==> images/clock_map.png <==
Scale: 6 px per µm.
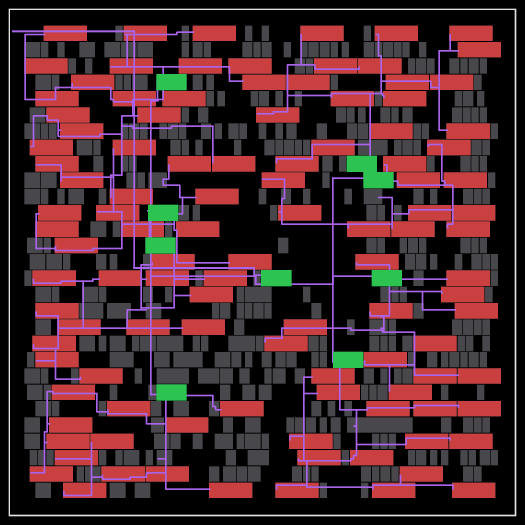
==> images/final_clocks.png <==
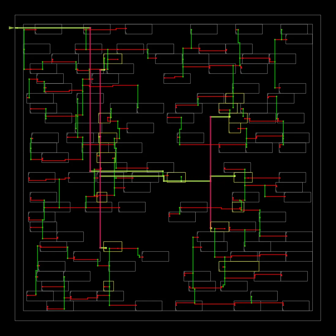
==> images/met3.png <==
Scale: 4 px per µm. Cells faint in the background.
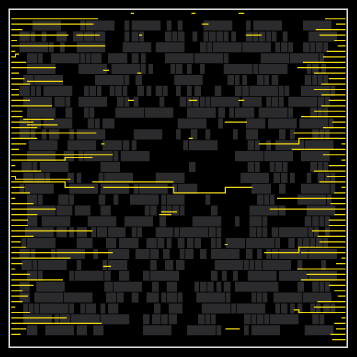
**src/rtl/apb_requester.sv**
```systemverilog
// apb_requester: APB initiator for the GPIO subsystem.
// Accepts one read/write command at a time over a valid/ready port and runs it
// through the APB SETUP/ACCESS handshake. Each accepted command produces exactly
// one rsp_valid pulse. An ACCESS phase that stalls on pready for TIMEOUT
// consecutive cycles is aborted and reported as a timeout error.
module apb_requester #(
    parameter int ADDR_W  = 32,
    parameter int DATA_W  = 32,
    parameter int TIMEOUT = 16
) (
    input  logic              pclk,
    input  logic              presetn,
    input  logic              cmd_valid,
    output logic              cmd_ready,
    input  logic              cmd_write,
    input  logic [ADDR_W-1:0] cmd_addr,
    input  logic [DATA_W-1:0] cmd_wdata,
    output logic              rsp_valid,
    output logic [DATA_W-1:0] rsp_rdata,
    output logic              rsp_err,
    output logic              rsp_timeout,
    output logic              psel,
    output logic              penable,
    output logic              pwrite,
    output logic [ADDR_W-1:0] paddr,
    output logic [DATA_W-1:0] pwdata,
    input  logic [DATA_W-1:0] prdata,
    input  logic              pready,
    input  logic              pslverr
);

    // Stall counter only needs to reach TIMEOUT-1; a zero TIMEOUT disables the abort.
    localparam int               CNT_W    = (TIMEOUT > 1) ? $clog2(TIMEOUT + 1) : 1;
    localparam logic             TO_EN    = (TIMEOUT != 0) ? 1'b1 : 1'b0;
    localparam logic [CNT_W-1:0] CNT_LAST = (TIMEOUT > 0) ? CNT_W'(TIMEOUT - 1) : {CNT_W{1'b0}};

    typedef enum logic [1:0] {
        ST_IDLE   = 2'b00,
        ST_SETUP  = 2'b01,
        ST_ACCESS = 2'b10
    } state_e;

    state_e            state_q;
    logic              psel_q;
    logic              penable_q;
    logic              pwrite_q;
    logic [ADDR_W-1:0] paddr_q;
    logic [DATA_W-1:0] pwdata_q;
    logic              rsp_valid_q;
    logic [DATA_W-1:0] rsp_rdata_q;
    logic              rsp_err_q;
    logic              rsp_timeout_q;
    logic [CNT_W-1:0]  cnt_q;

    logic              cmd_ready_s;
    logic              accept_s;
    logic              stall_limit_s;

    // Command port is ready while idle, or in the ACCESS cycle that completes.
    always_comb begin
        cmd_ready_s = 1'b0;
        case (state_q)
            ST_IDLE:   cmd_ready_s = 1'b1;
            ST_ACCESS: cmd_ready_s = pready;
            default:   cmd_ready_s = 1'b0;
        endcase
    end

    // Handshake and stall-limit qualifiers used by the FSM.
    always_comb begin
        accept_s      = cmd_valid & cmd_ready_s;
        stall_limit_s = TO_EN & (cnt_q == CNT_LAST);
    end

    // Transfer FSM: sequences APB phases and registers every bus and response output.
    always_ff @(posedge pclk) begin
        if (!presetn) begin
            state_q       <= ST_IDLE;
            psel_q        <= 1'b0;
            penable_q     <= 1'b0;
            pwrite_q      <= 1'b0;
            paddr_q       <= {ADDR_W{1'b0}};
            pwdata_q      <= {DATA_W{1'b0}};
            rsp_valid_q   <= 1'b0;
            rsp_rdata_q   <= {DATA_W{1'b0}};
            rsp_err_q     <= 1'b0;
            rsp_timeout_q <= 1'b0;
            cnt_q         <= {CNT_W{1'b0}};
        end else begin
            rsp_valid_q <= 1'b0;
            case (state_q)
                ST_IDLE: begin
                    if (accept_s) begin
                        state_q   <= ST_SETUP;
                        psel_q    <= 1'b1;
                        penable_q <= 1'b0;
                        paddr_q   <= cmd_addr;
                        pwrite_q  <= cmd_write;
                        pwdata_q  <= cmd_wdata;
                        cnt_q     <= {CNT_W{1'b0}};
                    end else begin
                        psel_q    <= 1'b0;
                        penable_q <= 1'b0;
                    end
                end
                ST_SETUP: begin
                    state_q   <= ST_ACCESS;
                    psel_q    <= 1'b1;
                    penable_q <= 1'b1;
                end
                ST_ACCESS: begin
                    if (pready) begin
                        // Completion takes priority over a coincident stall limit.
                        rsp_valid_q   <= 1'b1;
                        rsp_err_q     <= pslverr;
                        rsp_timeout_q <= 1'b0;
                        rsp_rdata_q   <= pwrite_q ? {DATA_W{1'b0}} : prdata;
                        if (accept_s) begin
                            // Back-to-back: psel stays high, penable drops for the new SETUP.
                            state_q   <= ST_SETUP;
                            psel_q    <= 1'b1;
                            penable_q <= 1'b0;
                            paddr_q   <= cmd_addr;
                            pwrite_q  <= cmd_write;
                            pwdata_q  <= cmd_wdata;
                            cnt_q     <= {CNT_W{1'b0}};
                        end else begin
                            state_q   <= ST_IDLE;
                            psel_q    <= 1'b0;
                            penable_q <= 1'b0;
                        end
                    end else if (stall_limit_s) begin
                        rsp_valid_q   <= 1'b1;
                        rsp_err_q     <= 1'b1;
                        rsp_timeout_q <= 1'b1;
                        rsp_rdata_q   <= {DATA_W{1'b0}};
                        state_q       <= ST_IDLE;
                        psel_q        <= 1'b0;
                        penable_q     <= 1'b0;
                    end else begin
                        cnt_q <= cnt_q + {{(CNT_W-1){1'b0}}, 1'b1};
                    end
                end
                default: begin
                    state_q   <= ST_IDLE;
                    psel_q    <= 1'b0;
                    penable_q <= 1'b0;
                end
            endcase
        end
    end

    assign cmd_ready   = cmd_ready_s;
    assign psel        = psel_q;
    assign penable     = penable_q;
    assign pwrite      = pwrite_q;
    assign paddr       = paddr_q;
    assign pwdata      = pwdata_q;
    assign rsp_valid   = rsp_valid_q;
    assign rsp_rdata   = rsp_rdata_q;
    assign rsp_err     = rsp_err_q;
    assign rsp_timeout = rsp_timeout_q;

endmodule
```
**config.mk**
```make
export PLATFORM = sky130hd
export DESIGN_NAME = apb_requester
export DESIGN_NICKNAME = d
export VERILOG_FILES = /design/src/rtl/apb_requester.sv
export SDC_FILE = /design/constraint.sdc
export NUM_CORES = 1
export LEC_CHECK = 0
export ABC_CLOCK_PERIOD_IN_PS = 3900
export CAP_MARGIN = 15
export CORE_MARGIN = 2
export CORE_UTILIZATION = 60
export DETAILED_ROUTE_END_ITERATION = 8
export DONT_BUFFER_PORTS = 1
export GPL_TIMING_DRIVEN = 0
export HOLD_SLACK_MARGIN = 0.08
export PLACE_DENSITY = 0.75
export SLEW_MARGIN = 20
export SYNTH_ARGS = -nofsm -noshare
export SYNTH_HDL_FRONTEND = slang
export SYNTH_SLANG_ARGS = --single-unit
```
**constraint.sdc**
```tcl
create_clock -name pclk -period 3.9 [get_ports pclk]
set_clock_uncertainty 0.05 [all_clocks]
set_input_delay 0.78 -clock pclk [delete_from_list [all_inputs] [get_ports pclk]]
set_output_delay 0.78 -clock pclk [all_outputs]
set_load 0.1 [all_outputs]
```
==> results.ini <==
[worst_setup_path]
crit_fanout=10
crit_path_end_kind=output port
r2r_slack_ns=1.74
path_cells=buf_2 -> nor2b_1 -> nor2_2
startpoint=pready
reg2reg_depth=7
path_buffers=1
rr_startpoint=cnt_q[0]

[worst_hold_path]
holdPathEnd=cnt_q[3]
hp-class=reg2reg
hold_path_depth=1
hold_path.startpoint=cnt_q[3]

[place]
postPlaceCellArea_um2=3950
place_congestion=0.801

[floorplan]
fp.dieW_um=84.1
dieHeight_um=84.1
fp_util_pct=61.4
num_rows=29
core_um2=6280

[detailed_routing]
firstDrtPassIters=5
wire_per_inst_um=16.5
ant_nets=0
drtIter0Drc=137
drc=0
vias=3089

[sta]
period_used_pct=69.3
fin_crit_ns=2.70
relSlewSlack_pct=28.3
finalSetupViolations=0
maxSlewViolCount=0
worst_pin_slew_ns=1.07
hold_violations=0
rsz0062_at_grt=no

[synth]
floorplan.nets=559
ys_warn_count=0
async_flop_share_pct=0
synth-edff-count=0
ys_chip_area_um2=3850
netlist_instances=455
synth_area_per_cell_um2=8.47
synth_stat.cells=455
synth.cell_area_um2=3850
ff_type=dfxtp_1

[run]
cap_violations=0

[global_route]
grt_pass1_vias=2981
grt_pass1_wl_um=14100
grt.overflow.total=0
grt_max_degree=19
track_usage_pct=24.9

[clock_tree]
root_buffer=clkbuf_8
clockBufferDepth=2
cts_tree=yes
path_clk_slew_ns=0.10
cts-resized-gates=0
post_cts_buffers=0

[cells_and_area]
nNetsFinal=570
syn2layout_area_growth_pct=7.99
diodes=0
final_layout_size_suffix_gt1_share_pct=8.70
final_util_pct=66.3

[power_and_ir_drop]
max-vdd-ir-drop_v=0.000330
pwr_density_cell_nw_per_um2=582

[outcome]
outcome=finished, final reports clean

## Picture notes: clock_map.png
Purple shows clock wires, length 1140 µm. Red shows flip-flops, count 109. Green shows cells driving clock nets, count 9.
There are 10 routed clock nets.

## Picture notes: final_clocks.png
clk pwr: 706 µW
CTS buffer count: 9
number of clock sinks: 109

## Picture notes: met3.png
The wires run mostly horizontal. The longest straight run is 25.1 µm. The layer holds 11% of the routed length. The layer carries 964 µm of wire. 133 nets have wire on it.

[cell usage in the layout (no fill, tap or decap), drive strengths merged, types with 2 or more instances in the layout]
master      n
a21oi      74
clkinv      2
nand2b      2
buf        20
a22oi      33
ha          2
clkbuf     23
nor2       46
clkinvlp    2
a211oi      2
dfxtp     109
nor4b       2
o21ai       5
nor3b       2
nor2b       3
nand2     131
inv         5
[layer usage]
metal  vias up  track usage, %  share of wire, %
met5         -               0                 0
met4         0            10.1               2.2
met3        17            9.24                11
met2       160            41.6                48
met1      1379            28.8                39
li1       1533               -                 -
[state kept, by name (all words and copies together) (netlist names)]
name         count
pwrite           1
paddr           32
pwdata          32
rsp_timeout      1
rsp_rdata       32
state_q          2
psel             1
rsp_valid        1
rsp_err          1
penable          1
cnt_q            5
[cells in the mapped netlist, types with 2 or more instances]
library cell / instances / share of area (%)
a22oi_1: 33 / 6.4
clkbuf_1: 13 / 1.3
o21ai_1: 2 / 0.26
nor2_1: 46 / 4.5
buf_4: 2 / 0.39
a211oi_1: 2 / 0.39
o21ai_0: 3 / 0.39
a21oi_1: 74 / 9.6
buf_6: 3 / 0.88
inv_1: 3 / 0.29
nor2b_1: 3 / 0.49
dfxtp_1: 109 / 57
buf_2: 15 / 1.9
nand2_1: 131 / 13
ha_1: 2 / 0.65
[report_power, final]
part | total [µW] | switching, µW | internal (µW)
Clock | 706 | 387 | 319
Combinational | 156 | 101 | 55.0
Sequential | 1560 | 395 | 1160
[kinds of logic after synthesis]
kind of cell | after synthesis | synth area share [%]
and+or+nand+nor | 191 | 20.3
AOI/OAI and AO/OA | 116 | 17.5
DFF | 109 | 56.6
buffers and inverters | 37 | 4.87
adders and majority gates | 2 | 0.649
[how the worst max path moves through the flow]
stage | to | cells after the start
global route | cmd_ready | 3
floorplan | cmd_ready | 3
detailed placement | cmd_ready | 3
finish | cmd_ready | 3
CTS | cmd_ready | 3
global placement | cmd_ready | 3
[cell type report]
cell class | instances | area (µm²)
clock inverters | 6 | 71.3
plain buffers | 33 | 173
well taps | 77 | 96.3
inverters | 4 | 15.0
multi-input cells | 309 | 1490
clock buffers | 10 | 138
fillers | 537 | 2120
flip-flops and latches | 109 | 2180
[through the flow]
stage	setup WS [ns]	total power, µW
2_1_floorplan	0.794	1700
3_3_place_gp	0.729	1730
3_5_place_dp	1.19	1740
4_1_cts	1.19	2420
5_1_grt	1.12	2490
6_report	1.20	2420
[worst register-to-register path, cell delays in order (launching register included)]
cell and delay [ns]:
dfxtp_1 0.35, ha_1 0.23, and3_1 0.20, ha_1 0.27, o21ai_1 0.55, buf_6 0.24, a22oi_1 0.08, nor2_1 0.13
Power and IR drop assume default switching activity.
